## src/rtl/tipi_reg_arbiter.sv

```systemverilog
// tipi_reg_arbiter: owns the TD/TC/RD/RC mailbox registers shared by the TI and
// the Raspberry Pi, sequences the Pi nibble-serial bus (r_clk/r_le/r_nib) in
// the clk domain, and arbitrates the single register write port (TI first).
// Optional feature macro: TIPI_RC_IRQ_EN (interrupt on a Pi write to RC).
module tipi_reg_arbiter #(
   parameter int SYNC_STAGES = 2,
   parameter int TIMEOUT     = 255
) (
   input  logic       clk,
   input  logic       reset_n,
   input  logic       r_clk,
   input  logic       r_le,
   input  logic [0:3] r_nib_in,
   output logic [0:3] r_nib_out,
   output logic       r_nib_oe,
   input  logic       ti_wr,
   input  logic       ti_sel,
   input  logic [0:7] ti_wdata,
   input  logic       ti_rd_rc,
   input  logic       sync_clr,
   output logic [0:7] td,
   output logic [0:7] tc,
   output logic [0:7] rd,
   output logic [0:7] rc,
   output logic       pi_busy,
   output logic       pi_wr_pending,
   output logic       irq
);

   localparam int          STAGES  = (SYNC_STAGES < 2) ? 2 : SYNC_STAGES;
   localparam logic [7:0]  TO_LAST = (TIMEOUT == 0) ? 8'd0 : 8'(TIMEOUT - 1);

   typedef enum logic [2:0] {IDLE, CMD, XFER_HI, XFER_LO, COMMIT} state_t;
   typedef enum logic [1:0] {SEL_TD = 2'b00, SEL_TC, SEL_RD, SEL_RC} reg_sel_t;

   logic [STAGES-1:0] clk_sync;
   logic [STAGES-1:0] le_sync;
   logic              clk_prev;
   logic              pi_edge;
   logic              cmd_edge;
   logic              data_edge;
   state_t            state;
   reg_sel_t          cmd_sel;
   logic              cmd_wr;
   logic [0:7]        shadow;
   logic [0:7]        pi_data;
   logic [7:0]        idle_cnt;
   logic [0:7]        sel_value;
   logic              waiting;
   logic              timeout_hit;
   logic              pi_grant;

   // Bring the Pi strobe and command select into the clk domain.
   // NOTE: sequential state uses non-blocking (<=) so every flop samples the
   // pre-edge value of its neighbour; blocking here would collapse the chain.
   always_ff @(posedge clk or negedge reset_n) begin
      if (!reset_n) begin
         clk_sync <= '0;
         le_sync  <= '0;
         clk_prev <= 1'b0;
      end else begin
         clk_sync <= {clk_sync[STAGES-2:0], r_clk};
         le_sync  <= {le_sync[STAGES-2:0], r_le};
         clk_prev <= clk_sync[STAGES-1];
      end
   end

   // r_le travels through the same number of stages, so it is aligned with the edge.
   assign pi_edge   = clk_sync[STAGES-1] & ~clk_prev;
   assign cmd_edge  = pi_edge & le_sync[STAGES-1];
   assign data_edge = pi_edge & ~le_sync[STAGES-1];

   // Register addressed by the nibble currently on the bus (used at a command edge).
   // NOTE: the default assignment first means no path leaves sel_value
   // unassigned, so no latch is inferred.
   always_comb begin
      sel_value = td;
      case (reg_sel_t'(r_nib_in[0:1]))
         SEL_TD: sel_value = td;
         SEL_TC: sel_value = tc;
         SEL_RD: sel_value = rd;
         SEL_RC: sel_value = rc;
      endcase
   end

   // Only CMD and XFER_HI wait on the Pi; XFER_LO and COMMIT advance on their own.
   assign waiting     = (state == CMD) || (state == XFER_HI);
   assign timeout_hit = (TIMEOUT != 0) && waiting && !pi_edge && (idle_cnt == TO_LAST);

   // The Pi gets the port only when the TI is not writing, and not when the
   // transfer is being aborted or cleared in the same cycle.
   assign pi_grant = (state == COMMIT) && !ti_wr && !cmd_edge && !sync_clr;

   assign pi_busy = (state != IDLE);

   // Nibble-bus sequencer with registered pin outputs and pending flag.
   always_ff @(posedge clk or negedge reset_n) begin
      if (!reset_n) begin
         state         <= IDLE;
         cmd_sel       <= SEL_TD;
         cmd_wr        <= 1'b0;
         shadow        <= '0;
         pi_data       <= '0;
         idle_cnt      <= '0;
         r_nib_out     <= '0;
         r_nib_oe      <= 1'b0;
         pi_wr_pending <= 1'b0;
      end else if (sync_clr) begin
         state         <= IDLE;
         idle_cnt      <= '0;
         r_nib_out     <= '0;
         r_nib_oe      <= 1'b0;
         pi_wr_pending <= 1'b0;
      end else begin
         if (pi_edge || !waiting) idle_cnt <= '0;
         else                     idle_cnt <= idle_cnt + 8'd1;

         if (cmd_edge) begin
            // A command edge starts (or restarts) a transfer from any state.
            state         <= CMD;
            cmd_sel       <= reg_sel_t'(r_nib_in[0:1]);
            cmd_wr        <= r_nib_in[2];
            shadow        <= sel_value;
            r_nib_out     <= r_nib_in[2] ? 4'h0 : sel_value[0:3];
            r_nib_oe      <= ~r_nib_in[2];
            pi_wr_pending <= 1'b0;
         end else if (timeout_hit) begin
            state     <= IDLE;
            r_nib_out <= '0;
            r_nib_oe  <= 1'b0;
         end else begin
            case (state)
               CMD: if (data_edge) begin
                  state <= XFER_HI;
                  if (cmd_wr) pi_data[0:3] <= r_nib_in;
                  else        r_nib_out    <= shadow[4:7];
               end
               XFER_HI: if (data_edge) begin
                  if (cmd_wr) begin
                     pi_data[4:7] <= r_nib_in;
                     state        <= XFER_LO;
                  end else begin
                     state     <= IDLE;
                     r_nib_out <= '0;
                     r_nib_oe  <= 1'b0;
                  end
               end
               XFER_LO: state <= COMMIT;
               COMMIT: begin
                  // pi_wr_pending marks a write that has been refused the port.
                  if (pi_grant) begin
                     state         <= IDLE;
                     pi_wr_pending <= 1'b0;
                  end else begin
                     pi_wr_pending <= 1'b1;
                  end
               end
               default: state <= IDLE;
            endcase
         end
      end
   end

   // Single write port: sync_clr, then TI, then a granted Pi write.
   always_ff @(posedge clk or negedge reset_n) begin
      if (!reset_n) begin
         td <= '0;
         tc <= '0;
         rd <= '0;
         rc <= '0;
      end else if (sync_clr) begin
         td <= '0;
         tc <= '0;
         rd <= '0;
         rc <= '0;
      end else if (ti_wr) begin
         if (ti_sel) tc <= ti_wdata;
         else        td <= ti_wdata;
      end else if (pi_grant) begin
         case (cmd_sel)
            SEL_TD: td <= pi_data;
            SEL_TC: tc <= pi_data;
            SEL_RD: rd <= pi_data;
            SEL_RC: rc <= pi_data;
         endcase
      end
   end

`ifdef TIPI_RC_IRQ_EN
   // RC-written interrupt: set by a committed Pi write to RC, cleared by the TI reading RC.
   always_ff @(posedge clk or negedge reset_n) begin
      if (!reset_n)                          irq <= 1'b0;
      else if (sync_clr)                     irq <= 1'b0;
      else if (pi_grant && cmd_sel == SEL_RC) irq <= 1'b1;
      else if (ti_rd_rc)                     irq <= 1'b0;
   end
`else
   logic unused_ti_rd_rc;
   assign unused_ti_rd_rc = ti_rd_rc;
   assign irq             = 1'b0;
`endif

endmodule

```

## config.mk

```make
export PLATFORM = sky130hd
export DESIGN_NAME = tipi_reg_arbiter
export DESIGN_NICKNAME = d
export VERILOG_FILES = /design/src/rtl/tipi_reg_arbiter.sv
export SDC_FILE = /design/constraint.sdc
export NUM_CORES = 1
export LEC_CHECK = 0
export CAP_MARGIN = 10
export CORE_MARGIN = 2
export CORE_UTILIZATION = 52
export DETAILED_ROUTE_END_ITERATION = 8
export PLACE_DENSITY = 0.76
export RECOVER_POWER = 50
export SLEW_MARGIN = 20
export SYNTH_ARGS = -nofsm -noshare
export SYNTH_HDL_FRONTEND = slang
export SYNTH_SLANG_ARGS = --single-unit
```

## constraint.sdc

```tcl
create_clock -name clk -period 2.25 [get_ports clk]
set_input_delay 0.5625 -clock clk [delete_from_list [all_inputs] [get_ports clk]]
set_output_delay 0.5625 -clock clk [all_outputs]
set_load 0.05 [all_outputs]
```

Fig. 1: run 1, clock wires, drivers and flops
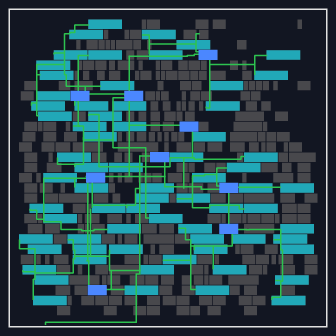
[blue] cells driving clock nets | count: 9
[cyan] flip-flops | count: 69
[green] clock wires | length: 879 um
routed clock nets: 10
flops lie: widely spread
Layout Skew: 0.00792 ns
part of the power in the clock network: 36.4%

Fig. 2: run 1, gate-type map
Scale bar: 20 um.
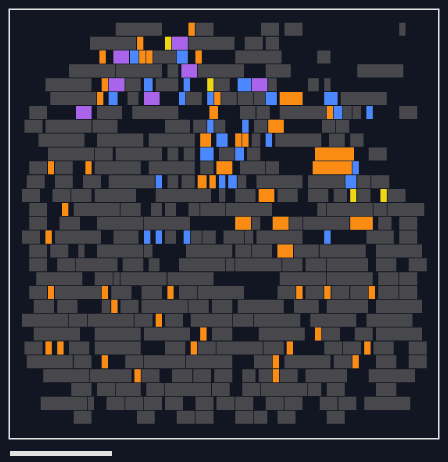
[purple] XOR/XNOR gates | cells: 7
[yellow] inverters | cells: 4
[blue] NAND gates | cells: 27
[orange] NOR gates | cells: 50 | where: widely spread

Fig. 3: run 1, routing congestion map
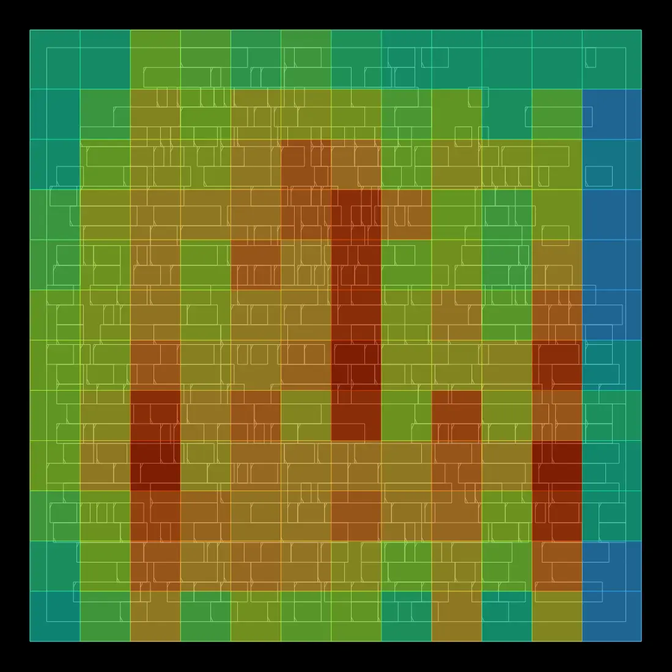
met3 Use GR: 5.04%
met1 usage in global routing: 32.6%
Final Util: 68.3%
average detailed-routed wire length per instance: 17.6 um
most crowded layer after global routing: met2

==> metrics.json, run 1 <==
{
  "setup_path": {
    "worstReg2RegStart": "state[1]$_DFFE_PN0P_",
    "criticalPathCategory": "flip-flop to output pin",
    "element_type_at_the_critical_path_end": "output pin",
    "worst_setup_path_start_kind": "flip-flop",
    "crit_cells": 1,
    "worst_ep_arrival_time_ns": 1.57
  },
  "grt": {
    "met2_resource_use_gr_pct": 36.8,
    "first_pass_grt_wire_length_um": 12900,
    "antenna_found_initial": 0,
    "remaining_global_route_overflow": 0
  },
  "final_layout": {
    "sh_seq_area_pct": 40.3,
    "register_area_sq_um": 1730,
    "layout.filler_cells": 469,
    "post_route_cells_drive_above_1_share_pct": 19.2
  },
  "route": {
    "routed-via-count": 2439,
    "top_layer_used": "met4",
    "drc": 0,
    "detail_route.wirelength.met1_um": 3330
  },
  "timing": {
    "slew_viol_final": 0
  },
  "clocking": {
    "clock_tree.htree_level_count": 3,
    "clk-insertion-delay-late_ns": 0.35,
    "clock_sinks": 69
  },
  "synthesis": {
    "synth.yosys.num_cells": 274,
    "share_of_flip_flops_with_an_asynchronous_set_or_reset_pct": 100,
    "edf_count": 0,
    "flop_cell": "sky130_fd_sc_hd__dfrtp_1",
    "synth.yosys.seq_area_share_pct": 51.8
  },
  "floorplan": {
    "std_cell_rows": 29
  },
  "outcome": {
    "outcome": "complete, no violations"
  },
  "flow_run": {
    "openroad_warnings": 28,
    "max_cap_viol_count": 0
  }
}
run 1: power groups by stage:
stage	registers, mW	logic, mW	clock network [mW]
5_1_grt	1.36	0.461	1.11
3_5_place_dp	1.38	0.441	0
3_3_place_gp	1.37	0.435	0
4_1_cts	1.35	0.443	1.05
2_1_floorplan	1.47	0.153	0
6_report	1.35	0.432	1.02
run 1: sequential cells by signal (all words and copies together) (netlist names), 3 cells and up:
name and cells:
idle_cnt 8, pi_data 8, r_nib_out 4, rc 8, rd 8, shadow 4
state 3, tc 8, td 8
run 1: cell usage after synthesis (all sizes together) (4+ instances only):
cell / instances
nand2: 14
mux4: 8
a31oi: 9
mux2i: 24
clkbuf: 8
o21ai: 5
dfrtp: 69
mux2: 30
nor2: 37
nand3: 6
nor4b: 6
inv: 4
buf: 9
xor2: 5
Fig. 4: run 1, the metal 3 layer
Cells faint in the background.
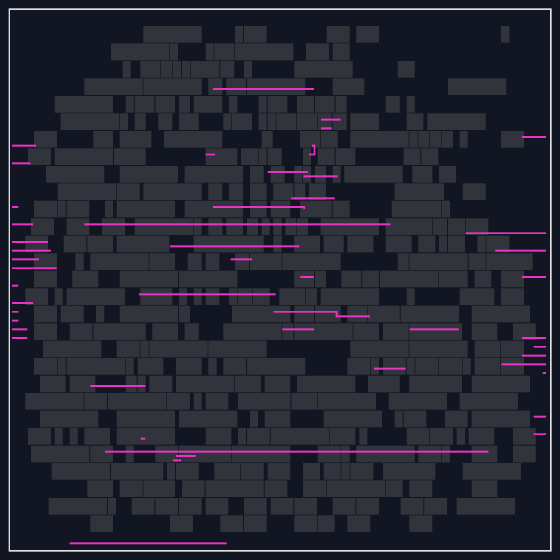

## Run 2: what changed since run 1
--- a/config.mk
+++ b/config.mk
@@ -6,12 +6,12 @@
 export NUM_CORES = 1
 export LEC_CHECK = 0
 export CAP_MARGIN = 10
+export CORE_ASPECT_RATIO = 0.7
 export CORE_MARGIN = 2
 export CORE_UTILIZATION = 52
 export DETAILED_ROUTE_END_ITERATION = 8
 export PLACE_DENSITY = 0.76
 export RECOVER_POWER = 50
-export SLEW_MARGIN = 20
 export SYNTH_ARGS = -nofsm -noshare
 export SYNTH_HDL_FRONTEND = slang
 export SYNTH_SLANG_ARGS = --single-unit
Fig. 5: run 2, the metal 3 layer
Cells faint in the background.
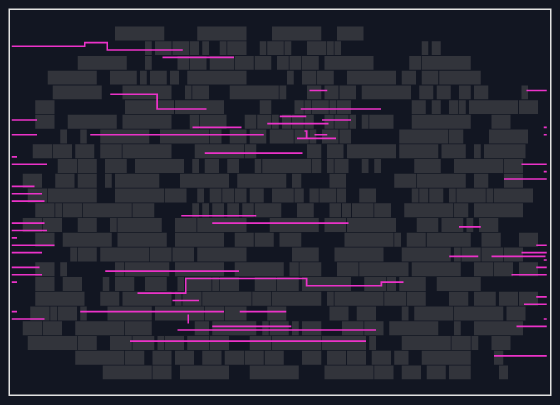
nets with wire on the layer: 51
longest straight run: 43.2 um
share of all routed wire: 7.2%
via count: 2,464
met3 Use GR: 6.92%
Post-Route WL: 7810 um

Fig. 6: run 2, routing congestion map
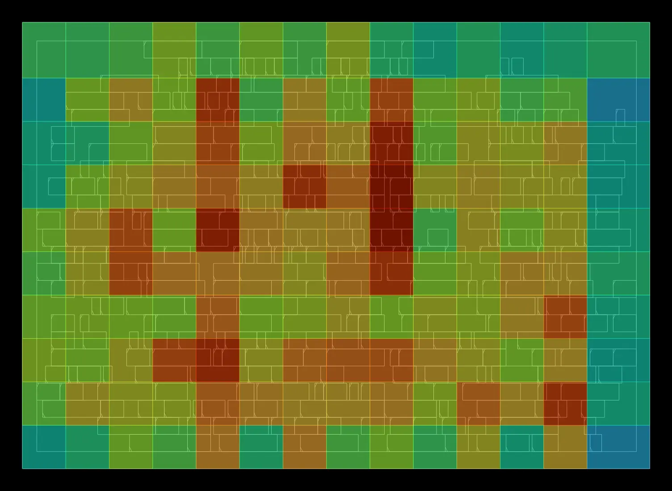
met1 usage in global routing: 35.4%
average detailed-routed wire length per instance: 18.2 um
Final Util: 69.3%
met2 Resource Use GR: 35.6%

==> metrics.json, run 2 <==
{
  "outcome": {
    "outcome": "complete, but fails checks",
    "violated_checks": "max-capacitance violations, max-slew violations"
  },
  "grt": {
    "grt_busiest_layer": "met2",
    "antenna_found_initial": 0,
    "first_pass_grt_wire_length_um": 13000
  },
  "route": {
    "drc": 0
  },
  "flow_run": {
    "openroad_warnings": 28,
    "max_cap_viol_count": 1
  },
  "timing": {
    "slew_viol_final": 70,
    "fin_skew_ns": 0.00373
  },
  "setup_path": {
    "worstReg2RegStart": "state[0]$_DFFE_PN0P_",
    "worst_ep_arrival_time_ns": 1.57,
    "element_type_at_the_critical_path_end": "output pin",
    "criticalPathCategory": "flip-flop to output pin",
    "crit_cells": 1,
    "worst_setup_path_start_kind": "flip-flop"
  },
  "floorplan": {
    "std_cell_rows": 24
  },
  "synthesis": {
    "synth.yosys.num_cells": 274,
    "flop_cell": "sky130_fd_sc_hd__dfrtp_1",
    "share_of_flip_flops_with_an_asynchronous_set_or_reset_pct": 100
  },
  "final_layout": {
    "post_route_cells_drive_above_1_share_pct": 19.4
  },
  "clocking": {
    "clock_sinks": 69
  }
}
==> run 2: worst min path at each step <==
stage / to / cells after the start
final: le_sync[1]$_DFF_PN0_ / 0
after global routing: le_sync[1]$_DFF_PN0_ / 0
after CTS: tc[7]$_DFFE_PN0P_ / 2
after detailed placement: le_sync[1]$_DFF_PN0_ / 0
after global placement: le_sync[1]$_DFF_PN0_ / 0
after floorplan: clk_prev$_DFF_PN0_ / 0
==> run 2: layout make-up <==
class / count / area [sq um]
fillers: 464 / 1910
flip-flops and latches: 69 / 1730
multi-input cells: 184 / 1500
repair buffers: 77 / 754
clock buffers: 9 / 124
well taps: 78 / 97.6
clock inverters: 7 / 90.1
inverters: 4 / 15.0
==> run 2: power by group <==
group,switching (mW),internal (mW)
logic,0.260,0.174
clock network,0.481,0.617
registers,0.0543,1.30
## Run 3: what changed since run 2
--- a/config.mk
+++ b/config.mk
@@ -8,9 +8,10 @@
 export CAP_MARGIN = 10
 export CORE_ASPECT_RATIO = 0.7
 export CORE_MARGIN = 2
-export CORE_UTILIZATION = 52
+export CORE_UTILIZATION = 55
 export DETAILED_ROUTE_END_ITERATION = 8
-export PLACE_DENSITY = 0.76
+export DONT_BUFFER_PORTS = 1
+export PLACE_DENSITY = 0.67
 export RECOVER_POWER = 50
 export SYNTH_ARGS = -nofsm -noshare
 export SYNTH_HDL_FRONTEND = slang
==> constraint.sdc (replaced) <==
create_clock -name clk -period 2.3 [get_ports clk]
set_input_delay 0.575 -clock clk [delete_from_list [all_inputs] [get_ports clk]]
set_output_delay 0.575 -clock clk [all_outputs]
set_load 0.05 [all_outputs]
Fig. 7: run 3, drive-strength map
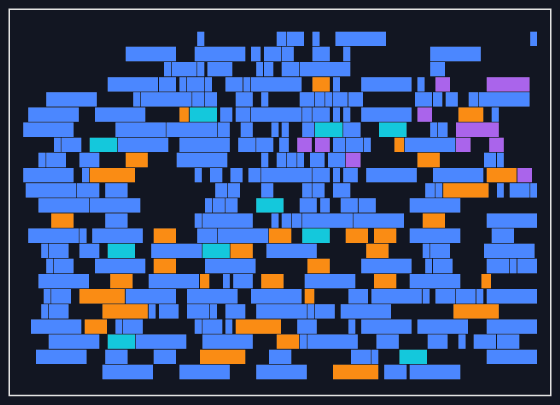
[orange] drive 2 | cells: 33 | most used: mux2_2
[purple] drive 3 to 4 | cells: 10 | most used: buf_4
[blue] drive 1 or less | cells: 228 | most used: dfrtp_1
[cyan] drive 6 and up | cells: 10 | most used: clkbuf_8
bufs w/o clock: 9
Finished Cell Area: 3560 sq um
post-synthesis to final-layout area growth: 6.76%
setup slack after layout: 0.165 ns

Fig. 8: run 3, routing congestion map
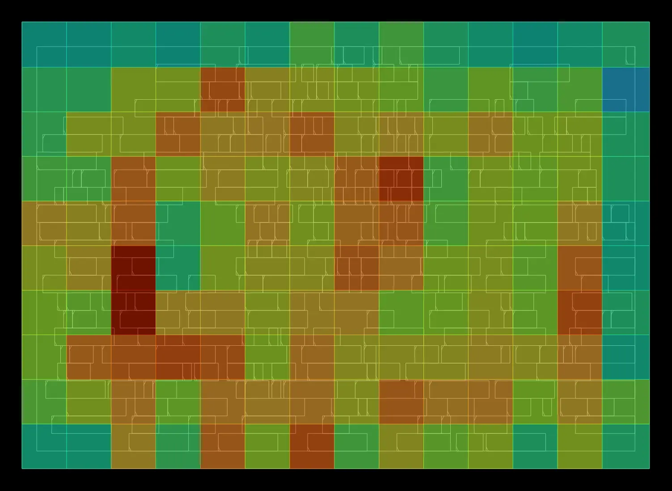
total routing usage reported by global routing: 23.0%
met1 usage in global routing: 33.2%
most crowded layer after global routing: met1
average detailed-routed wire length per instance: 19.8 um
met2 Resource Use GR: 33.0%

==> metrics.json, run 3 <==
{
  "power": {
    "seq_cell_power_mw": 1.43,
    "cellInternalPower_mw": 1.76,
    "power_switching_share_pct": 28.6,
    "clockNetworkPower_uw": 852,
    "largestPowerGroup": "registers",
    "total_switching_power_uw": 704,
    "portion_of_total_power_attributed_to_sequential_cells_pct": 58.3
  },
  "floorplan": {
    "std_cell_rows": 23
  },
  "route": {
    "detail_route.wirelength.met1_um": 3440,
    "routed_wl_um": 7030,
    "drc": 0
  },
  "grt": {
    "remaining_global_route_overflow": 0,
    "antenna_found_initial": 0,
    "first_pass_grt_wire_length_um": 11800,
    "global_route.usage.met3_pct": 8.62
  },
  "synthesis": {
    "synth_top_cell_by_count": "sky130_fd_sc_hd__dfrtp_1",
    "share_of_flip_flops_with_an_asynchronous_set_or_reset_pct": 100,
    "yosys-top-cells-count": "sky130_fd_sc_hd__dfrtp_1, sky130_fd_sc_hd__nor2_1, sky130_fd_sc_hd__mux2i_1",
    "synth_top_area_share_pct": 51.8,
    "largest_area_cell": "sky130_fd_sc_hd__dfrtp_1",
    "synth.yosys.num_cells": 274,
    "flop_cell": "sky130_fd_sc_hd__dfrtp_1",
    "top_comb_family_area": "multiplexers",
    "edf_count": 0,
    "synth.yosys.seq_area_share_pct": 51.8
  },
  "flow_run": {
    "max_cap_viol_count": 1
  },
  "final_layout": {
    "final_core_utilization_pct": 61.5,
    "final_net_count": 299,
    "final_cells": 356,
    "layout.filler_cells": 469
  },
  "outcome": {
    "outcome": "complete, but fails checks",
    "violated_checks": "max-capacitance violations, max-slew violations"
  },
  "clocking": {
    "clock_sinks": 69,
    "clock_tree.htree_level_count": 3,
    "clk-insertion-delay-late_ns": 0.34,
    "cts_max_path_buffers": 2
  },
  "setup_path": {
    "cp-endpoint": "tc[3]$_DFFE_PN0P_",
    "criticalPathCategory": "flip-flop to flip-flop",
    "element_type_at_the_critical_path_end": "flip-flop",
    "worst_ep_arrival_time_ns": 2.36,
    "reg2reg_slack_ns": 0.16,
    "worst_setup_path_start_kind": "flip-flop",
    "worstReg2RegStart": "state[2]$_DFFE_PN0P_",
    "crit_cells": 4
  },
  "timing": {
    "slew_viol_final": 70
  },
  "hold_path": {
    "worstHoldPathCells": 0,
    "hold_end": "clk_sync[0]$_DFF_PN0_"
  },
  "placement": {
    "gp_congestion": 0.867
  }
}
==> run 3: cell types whose count changed in the layout (fill, tap and decap cells not counted), moves of 2 or more <==
cell,delta
sky130_fd_sc_hd__clkdlybuf4s50_1,-53
sky130_fd_sc_hd__buf_4,-7
sky130_fd_sc_hd__buf_12,-4
sky130_fd_sc_hd__bufinv_16,-2
sky130_fd_sc_hd__dlygate4sd3_1,-2
==> run 3: cell type report <==
class | instances | area, sq um | area share, %
flip-flops and latches | 69 | 1730 | 48.6
multi-input cells | 184 | 1490 | 42.0
clock buffers | 10 | 138 | 3.87
well taps | 75 | 93.8 | 2.64
repair buffers | 9 | 61.3 | 1.72
clock inverters | 5 | 27.5 | 0.774
inverters | 4 | 15.0 | 0.422
Power and IR drop assume default switching activity.
